==> src/rtl/ro_pkg.sv <==
// Shared constants, FSM state type and small helpers for the RO frequency comparator.
package ro_pkg;

    localparam int RO_BANK_SIZE      = 32;
    localparam int SEL_W             = 5;
    localparam int DEF_CNT_W         = 16;
    localparam int DEF_WIN_W         = 16;
    localparam int DEF_SETTLE_CYCLES = 4;
    localparam int DEF_SYNC_STAGES   = 2;

    typedef enum logic [2:0] {
        ST_IDLE    = 3'd0,
        ST_ARM     = 3'd1,
        ST_COUNT   = 3'd2,
        ST_COMPARE = 3'd3,
        ST_DONE    = 3'd4
    } ro_state_e;

    // The oscillators run only while settling and counting.
    function automatic logic ro_running(input ro_state_e s);
        return (s == ST_ARM) || (s == ST_COUNT);
    endfunction

endpackage

==> src/rtl/ro_freq_compare_if.sv <==
// Request/response bundle between a measurement requester and ro_freq_compare.
interface ro_freq_compare_if
    import ro_pkg::*;
#(
    parameter int CNT_W = DEF_CNT_W,
    parameter int WIN_W = DEF_WIN_W
) ();

    logic             start;
    logic [SEL_W-1:0] sel1;
    logic [SEL_W-1:0] sel2;
    logic [WIN_W-1:0] window_len;
    logic             busy;
    logic             done;
    logic             resp;
    logic             tie;
    logic [CNT_W-1:0] count1;
    logic [CNT_W-1:0] count2;

    modport master (
        output start, sel1, sel2, window_len,
        input  busy, done, resp, tie, count1, count2
    );

    modport slave (
        input  start, sel1, sel2, window_len,
        output busy, done, resp, tie, count1, count2
    );

endinterface

==> src/rtl/ro_edge_counter.sv <==
// Synchronizes one asynchronous RO output, detects rising edges and counts them
// with saturation while count_en is high.
module ro_edge_counter
    import ro_pkg::*;
#(
    parameter int CNT_W       = DEF_CNT_W,
    parameter int SYNC_STAGES = DEF_SYNC_STAGES
) (
    input  logic             clk,
    input  logic             rst,
    input  logic             i_ro,
    input  logic             i_clear,
    input  logic             i_count_en,
    output logic [CNT_W-1:0] o_count
);

    logic [SYNC_STAGES-1:0] r_sync;
    logic                   r_sync_qq;
    logic [CNT_W-1:0]       r_count;
    logic                   w_rise;
    logic                   w_at_max;

    // Synchronizer chain plus one extra stage for edge detection.
    always_ff @(posedge clk) begin
        if (rst) begin
            r_sync    <= '0;
            r_sync_qq <= 1'b0;
        end else begin
            r_sync[0] <= i_ro;
            for (int i = 1; i < SYNC_STAGES; i++) begin
                r_sync[i] <= r_sync[i-1];
            end
            r_sync_qq <= r_sync[SYNC_STAGES-1];
        end
    end

    assign w_rise   = r_sync[SYNC_STAGES-1] & ~r_sync_qq;
    assign w_at_max = &r_count;

    // Saturating edge counter; holds at all-ones instead of wrapping.
    always_ff @(posedge clk) begin
        if (rst) begin
            r_count <= '0;
        end else if (i_clear) begin
            r_count <= '0;
        end else if (i_count_en && w_rise && !w_at_max) begin
            r_count <= r_count + CNT_W'(1);
        end
    end

    assign o_count = r_count;

endmodule

==> src/rtl/ro_freq_compare.sv <==
// Readout end of the RO PUF array: enables both banks, counts edges of one
// selected RO per bank over a window and reports which one ran faster.
module ro_freq_compare
    import ro_pkg::*;
#(
    parameter int CNT_W         = DEF_CNT_W,
    parameter int WIN_W         = DEF_WIN_W,
    parameter int SETTLE_CYCLES = DEF_SETTLE_CYCLES,
    parameter int SYNC_STAGES   = DEF_SYNC_STAGES
) (
    input  logic                    clk,
    input  logic                    rst,
    ro_freq_compare_if.slave        bus,
    input  logic [RO_BANK_SIZE-1:0] ro1_in,
    input  logic [RO_BANK_SIZE-1:0] ro2_in,
    output logic                    ro_activate_1,
    output logic                    ro_activate_2
);

    localparam logic [WIN_W-1:0] SETTLE_LAST = WIN_W'(SETTLE_CYCLES - 1);

    ro_state_e        r_state;
    ro_state_e        w_next;
    logic [WIN_W-1:0] r_timer;
    logic [WIN_W-1:0] r_win;
    logic [SEL_W-1:0] r_sel1;
    logic [SEL_W-1:0] r_sel2;
    logic             w_accept;
    logic             w_timer_clr;
    logic             w_count_en;
    logic             w_ro1;
    logic             w_ro2;
    logic [CNT_W-1:0] w_cnt1;
    logic [CNT_W-1:0] w_cnt2;
    logic             r_act;
    logic             r_busy;
    logic             r_done;
    logic             r_resp;
    logic             r_tie;
    logic [CNT_W-1:0] r_count1;
    logic [CNT_W-1:0] r_count2;

    // FSM state register.
    always_ff @(posedge clk) begin
        if (rst) begin
            r_state <= ST_IDLE;
        end else begin
            r_state <= w_next;
        end
    end

    // Next-state logic; a zero-length window skips COUNT entirely.
    always_comb begin
        w_next   = r_state;
        w_accept = 1'b0;
        case (r_state)
            ST_IDLE: begin
                if (bus.start) begin
                    w_next   = ST_ARM;
                    w_accept = 1'b1;
                end else begin
                    w_next = ST_IDLE;
                end
            end
            ST_ARM: begin
                if (r_timer == SETTLE_LAST) begin
                    if (r_win == '0) begin
                        w_next = ST_COMPARE;
                    end else begin
                        w_next = ST_COUNT;
                    end
                end else begin
                    w_next = ST_ARM;
                end
            end
            ST_COUNT: begin
                if (r_timer == (r_win - WIN_W'(1))) begin
                    w_next = ST_COMPARE;
                end else begin
                    w_next = ST_COUNT;
                end
            end
            ST_COMPARE: w_next = ST_DONE;
            ST_DONE:    w_next = ST_IDLE;
            default:    w_next = ST_IDLE;
        endcase
    end

    // The timer counts cycles spent in the current state.
    assign w_timer_clr = (w_next != r_state) || (r_state == ST_IDLE);
    assign w_count_en  = (r_state == ST_COUNT);

    // Cycle timer shared by the settle phase and the count window.
    always_ff @(posedge clk) begin
        if (rst) begin
            r_timer <= '0;
        end else if (w_timer_clr) begin
            r_timer <= '0;
        end else begin
            r_timer <= r_timer + WIN_W'(1);
        end
    end

    // Challenge parameters are captured once so the mux is stable all run.
    always_ff @(posedge clk) begin
        if (rst) begin
            r_sel1 <= '0;
            r_sel2 <= '0;
            r_win  <= '0;
        end else if (w_accept) begin
            r_sel1 <= bus.sel1;
            r_sel2 <= bus.sel2;
            r_win  <= bus.window_len;
        end
    end

    assign w_ro1 = ro1_in[r_sel1];
    assign w_ro2 = ro2_in[r_sel2];

    ro_edge_counter #(
        .CNT_W       (CNT_W),
        .SYNC_STAGES (SYNC_STAGES)
    ) u_cnt1 (
        .clk        (clk),
        .rst        (rst),
        .i_ro       (w_ro1),
        .i_clear    (w_accept),
        .i_count_en (w_count_en),
        .o_count    (w_cnt1)
    );

    ro_edge_counter #(
        .CNT_W       (CNT_W),
        .SYNC_STAGES (SYNC_STAGES)
    ) u_cnt2 (
        .clk        (clk),
        .rst        (rst),
        .i_ro       (w_ro2),
        .i_clear    (w_accept),
        .i_count_en (w_count_en),
        .o_count    (w_cnt2)
    );

    // Status outputs are registered from the next state so they align with it.
    always_ff @(posedge clk) begin
        if (rst) begin
            r_act  <= 1'b0;
            r_busy <= 1'b0;
            r_done <= 1'b0;
        end else begin
            r_act  <= ro_running(w_next);
            r_busy <= (w_next != ST_IDLE);
            r_done <= (w_next == ST_DONE);
        end
    end

    // Results are captured in COMPARE and held until the next comparison.
    always_ff @(posedge clk) begin
        if (rst) begin
            r_count1 <= '0;
            r_count2 <= '0;
            r_resp   <= 1'b0;
            r_tie    <= 1'b0;
        end else if (r_state == ST_COMPARE) begin
            r_count1 <= w_cnt1;
            r_count2 <= w_cnt2;
            r_resp   <= (w_cnt1 > w_cnt2);
            r_tie    <= (w_cnt1 == w_cnt2);
        end
    end

    assign ro_activate_1 = r_act;
    assign ro_activate_2 = r_act;
    assign bus.busy      = r_busy;
    assign bus.done      = r_done;
    assign bus.resp      = r_resp;
    assign bus.tie       = r_tie;
    assign bus.count1    = r_count1;
    assign bus.count2    = r_count2;

endmodule
==> src/flat_wrapper.sv <==
// flat-port wrapper written by rule: the top's interface ports become plain ports
module ro_freq_compare_flat import ro_pkg::*;
#(
    parameter int CNT_W         = DEF_CNT_W,
    parameter int WIN_W         = DEF_WIN_W,
    parameter int SETTLE_CYCLES = DEF_SETTLE_CYCLES,
    parameter int SYNC_STAGES   = DEF_SYNC_STAGES
)
  (clk, rst, ro1_in, ro2_in, ro_activate_1, ro_activate_2, bus_start, bus_sel1, bus_sel2, bus_window_len, bus_busy, bus_done, bus_resp, bus_tie, bus_count1, bus_count2);
  ro_freq_compare_if #(.CNT_W(CNT_W), .WIN_W(WIN_W)) bus_i ();
  input  logic clk;
  input  logic rst;
  input  logic [RO_BANK_SIZE-1:0] ro1_in;
  input  logic [RO_BANK_SIZE-1:0] ro2_in;
  output logic ro_activate_1;
  output logic ro_activate_2;
  input wire logic [$bits(bus_i.start)-1:0] bus_start;
  input wire logic [$bits(bus_i.sel1)-1:0] bus_sel1;
  input wire logic [$bits(bus_i.sel2)-1:0] bus_sel2;
  input wire logic [$bits(bus_i.window_len)-1:0] bus_window_len;
  output wire logic [$bits(bus_i.busy)-1:0] bus_busy;
  output wire logic [$bits(bus_i.done)-1:0] bus_done;
  output wire logic [$bits(bus_i.resp)-1:0] bus_resp;
  output wire logic [$bits(bus_i.tie)-1:0] bus_tie;
  output wire logic [$bits(bus_i.count1)-1:0] bus_count1;
  output wire logic [$bits(bus_i.count2)-1:0] bus_count2;
  assign bus_i.start = bus_start;
  assign bus_i.sel1 = bus_sel1;
  assign bus_i.sel2 = bus_sel2;
  assign bus_i.window_len = bus_window_len;
  assign bus_busy = bus_i.busy;
  assign bus_done = bus_i.done;
  assign bus_resp = bus_i.resp;
  assign bus_tie = bus_i.tie;
  assign bus_count1 = bus_i.count1;
  assign bus_count2 = bus_i.count2;
  ro_freq_compare #(.CNT_W(CNT_W), .WIN_W(WIN_W), .SETTLE_CYCLES(SETTLE_CYCLES), .SYNC_STAGES(SYNC_STAGES)) u_core (.clk(clk), .rst(rst), .bus(bus_i), .ro1_in(ro1_in), .ro2_in(ro2_in), .ro_activate_1(ro_activate_1), .ro_activate_2(ro_activate_2));
endmodule
==> config.mk <==
export PLATFORM = sky130hd
export DESIGN_NAME = ro_freq_compare_flat
export DESIGN_NICKNAME = d
export VERILOG_FILES = /design/src/rtl/ro_pkg.sv /design/src/rtl/ro_freq_compare_if.sv /design/src/rtl/ro_edge_counter.sv /design/src/rtl/ro_freq_compare.sv /design/src/flat_wrapper.sv
export SDC_FILE = /design/constraint.sdc
export NUM_CORES = 1
export LEC_CHECK = 0
export CORE_ASPECT_RATIO = 2
export CORE_UTILIZATION = 40
export DETAILED_ROUTE_END_ITERATION = 10
export PLACE_DENSITY = 0.65
export SLEW_MARGIN = 5
export SYNTH_ARGS = -nofsm -noshare
export SYNTH_HDL_FRONTEND = slang
export SYNTH_SLANG_ARGS = --single-unit
export TNS_END_PERCENT = 100
==> constraint.sdc <==
create_clock -name clk -period 3.47 [get_ports clk]
set_input_delay 0.694 -clock clk [delete_from_list [all_inputs] [get_ports clk]]
set_output_delay 0.694 -clock clk [all_outputs]
set_load 0.01 [all_outputs]
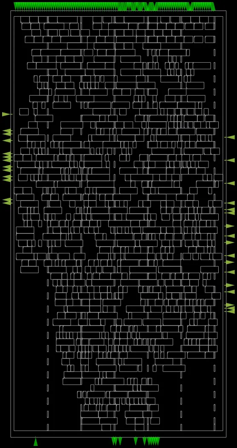
placement.png
# fillers: 1,405
fraction of area in registers: 0.295
TAP cells: 195
Seq cells: 120
final cell count without fillers: 1,035

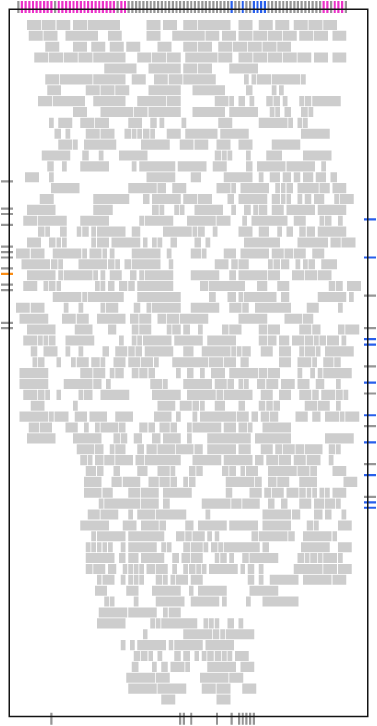
io_placement.png
Drawn at 4 px/µm. Pins as bars across the die edge, other pins in gray.
Blue marks `bus_window_len`, pins 16, direction input, edge 10 east, 6 north. Magenta marks `ro2_in`, pins 32, direction input, edge north. Orange marks `bus_resp`, pins 1, direction output, edge west.

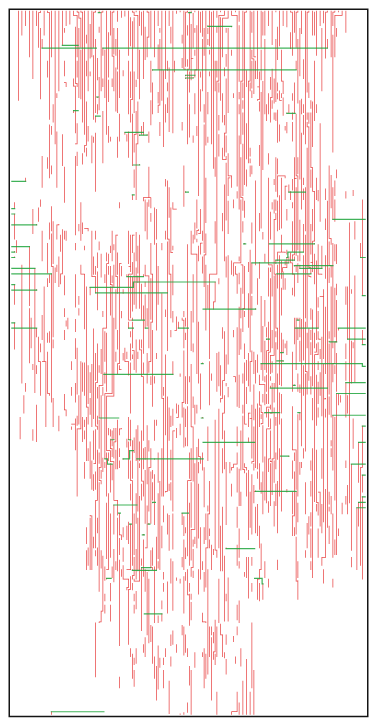
wires.png
Drawn at 4 px/µm. Only two layers are drawn.
Red marks metal 2, wire length 9,810 µm. Green marks metal 3, wire length 542 µm.

==> impl_metrics.py <==
# Auto-generated metrics
metrics = {
    "critical_path": {
        "worst-r2r-cell-count": 9,
        "crit_cells": 9,
        "worst-path-buf-inv": 1,
        "timing.rr.start": "u_core.r_win[0]",
        "crit_end": "u_core.r_timer[1]",
        "cp.arrival_ps": 3230,
        "crit_family": "simple AND/OR/NAND/NOR gates",
    },
    "yosys": {
        "ys.flops": 120,
        "syn_nets": 817,
        "ys_top_logic_family": "simple AND/OR/NAND/NOR gates",
        "synthDistinctLibCells": 61,
        "async_flop_share": 0,
        "synth_top_flop_cell": "dfxtp_1",
        "synthAoiAreaFrac": 0.110,
        "syn-cell-area_mm2": 0.00609,
        "top_cell_area_share": 0.395,
        "mux_share": 0.0909,
        "area_leaders": "dfxtp_1, nand2_1, mux4_2, a21oi_1, xnor2_1",
        "yosysTopAreaCell": "dfxtp_1",
        "ys_warn_count": 0,
        "edf_count": 0,
    },
    "layout": {
        "n_all_buffers": 140,
        "clk_share": 0.0703,
        "comb_area_share": 0.425,
        "layout_top_cell": "nand2_1",
        "final_area_mm2": 0.00813,
        "ff_latch_area_mm2": 0.00240,
        "final_nets": 940,
        "layout_top_cells": "nand2_1, clkdlybuf4s50_1, dfxtp_1",
        "comb_cells": 524,
        "comb_area_mm2": 0.00345,
        "n_clock_buffer": 20,
        "buf_share": 0.169,
        "drive_gt1_frac": 0.0929,
    },
    "drt": {
        "wl_met3_um": 541,
        "wl_met2_mm": 9.81,
        "drt_iter0_drc": 281,
        "num_vias": 5515,
        "ant_nets": 0,
    },
    "min_path": {
        "min_to": "u_core.u_cnt2.r_sync[1]",
    },
    "clocking": {
        "htree_levels": 4,
        "numCtsBuffers": 17,
        "cts_root_buffer": "clkbuf_16",
        "tritoncts": "done",
        "clock_path_buffers": 2,
        "holdBufCountCts": 0,
    },
    "pwr": {
        "powerDensity_mw_per_mm2": 433,
    },
    "sta": {
        "layout_min_cycle_time_ps": 2970,
        "rsz0062_at_grt": "no",
        "worst_pin_slew_ps": 616,
        "setup_viol": 0,
        "period_used_share": 0.855,
        "setup_tns_ps": 0,
    },
    "global_routing": {
        "grt_start_max_net_pins": 34,
        "grt_use_total": 0.233,
        "grt-ovfl-total": 0,
        "grtUsageMet3": 0.0327,
    },
    "die": {
        "fp.dieW_um": 89.2,
        "row_count": 63,
    },
    "job": {
        "tool_warnings": 26,
    },
    "place": {
        "place_congestion": 0.922,
        "place_ws_ps": 522,
        "dpl_cell_area_mm2": 0.00756,
        "port-buffer-count": 130,
    },
    "outcome": {
        "status": "completed",
    },
}
## state kept, by name (all words and copies together) (netlist names), 2 cells and up
register and cells:
u_core.r_timer 16, u_core.r_win 16, u_core.u_cnt1.r_sync 2, u_core.r_state 3, u_core.r_sel1 5, u_core.bus.count2 16, u_core.r_sel2 5, u_core.bus.count1 16
u_core.u_cnt2.r_sync 2, u_core.u_cnt1.o_count 16, u_core.u_cnt2.o_count 16
## per-stage QoR
stage,utilization,std cells,total power [W],hold WS (ps)
after detailed placement,0.510,1003,0.00184,431
after CTS,0.549,1035,0.00355,444
after global routing,0.549,1035,0.00364,473
final,0.549,1035,0.00352,443
after floorplan,-,704,0.00167,414
after global placement,0.510,1003,0.00183,434
## synth_stat cells, types with 3 or more instances
| library cell | n |
|---|---|
| nand2_1 | 138 |
| dfxtp_1 | 120 |
| a21oi_1 | 80 |
| nor2_1 | 52 |
| xnor2_1 | 36 |
| clkbuf_1 | 30 |
| inv_1 | 24 |
| nand3_1 | 24 |
| xor2_1 | 23 |
| ha_1 | 20 |
| mux4_2 | 20 |
| nor3_1 | 12 |
| and3_1 | 10 |
| mux2i_1 | 8 |
| nand4_1 | 8 |
| nor2b_1 | 8 |
| o21ai_0 | 8 |
| or3_1 | 6 |
| a21o_1 | 5 |
| and4_1 | 5 |
| nand2b_1 | 5 |
| nor4_1 | 5 |
| a31oi_1 | 4 |
| or2_2 | 3 |
## power breakdown
| group | total [W] | internal, W | switching, W |
|---|---|---|---|
| Sequential | 0.00145 | 0.00141 | 0.0000408 |
| Combinational | 0.000365 | 0.000219 | 0.000146 |
| Clock | 0.00171 | 0.00107 | 0.000635 |
Power is estimated from default activity; no workload was simulated.
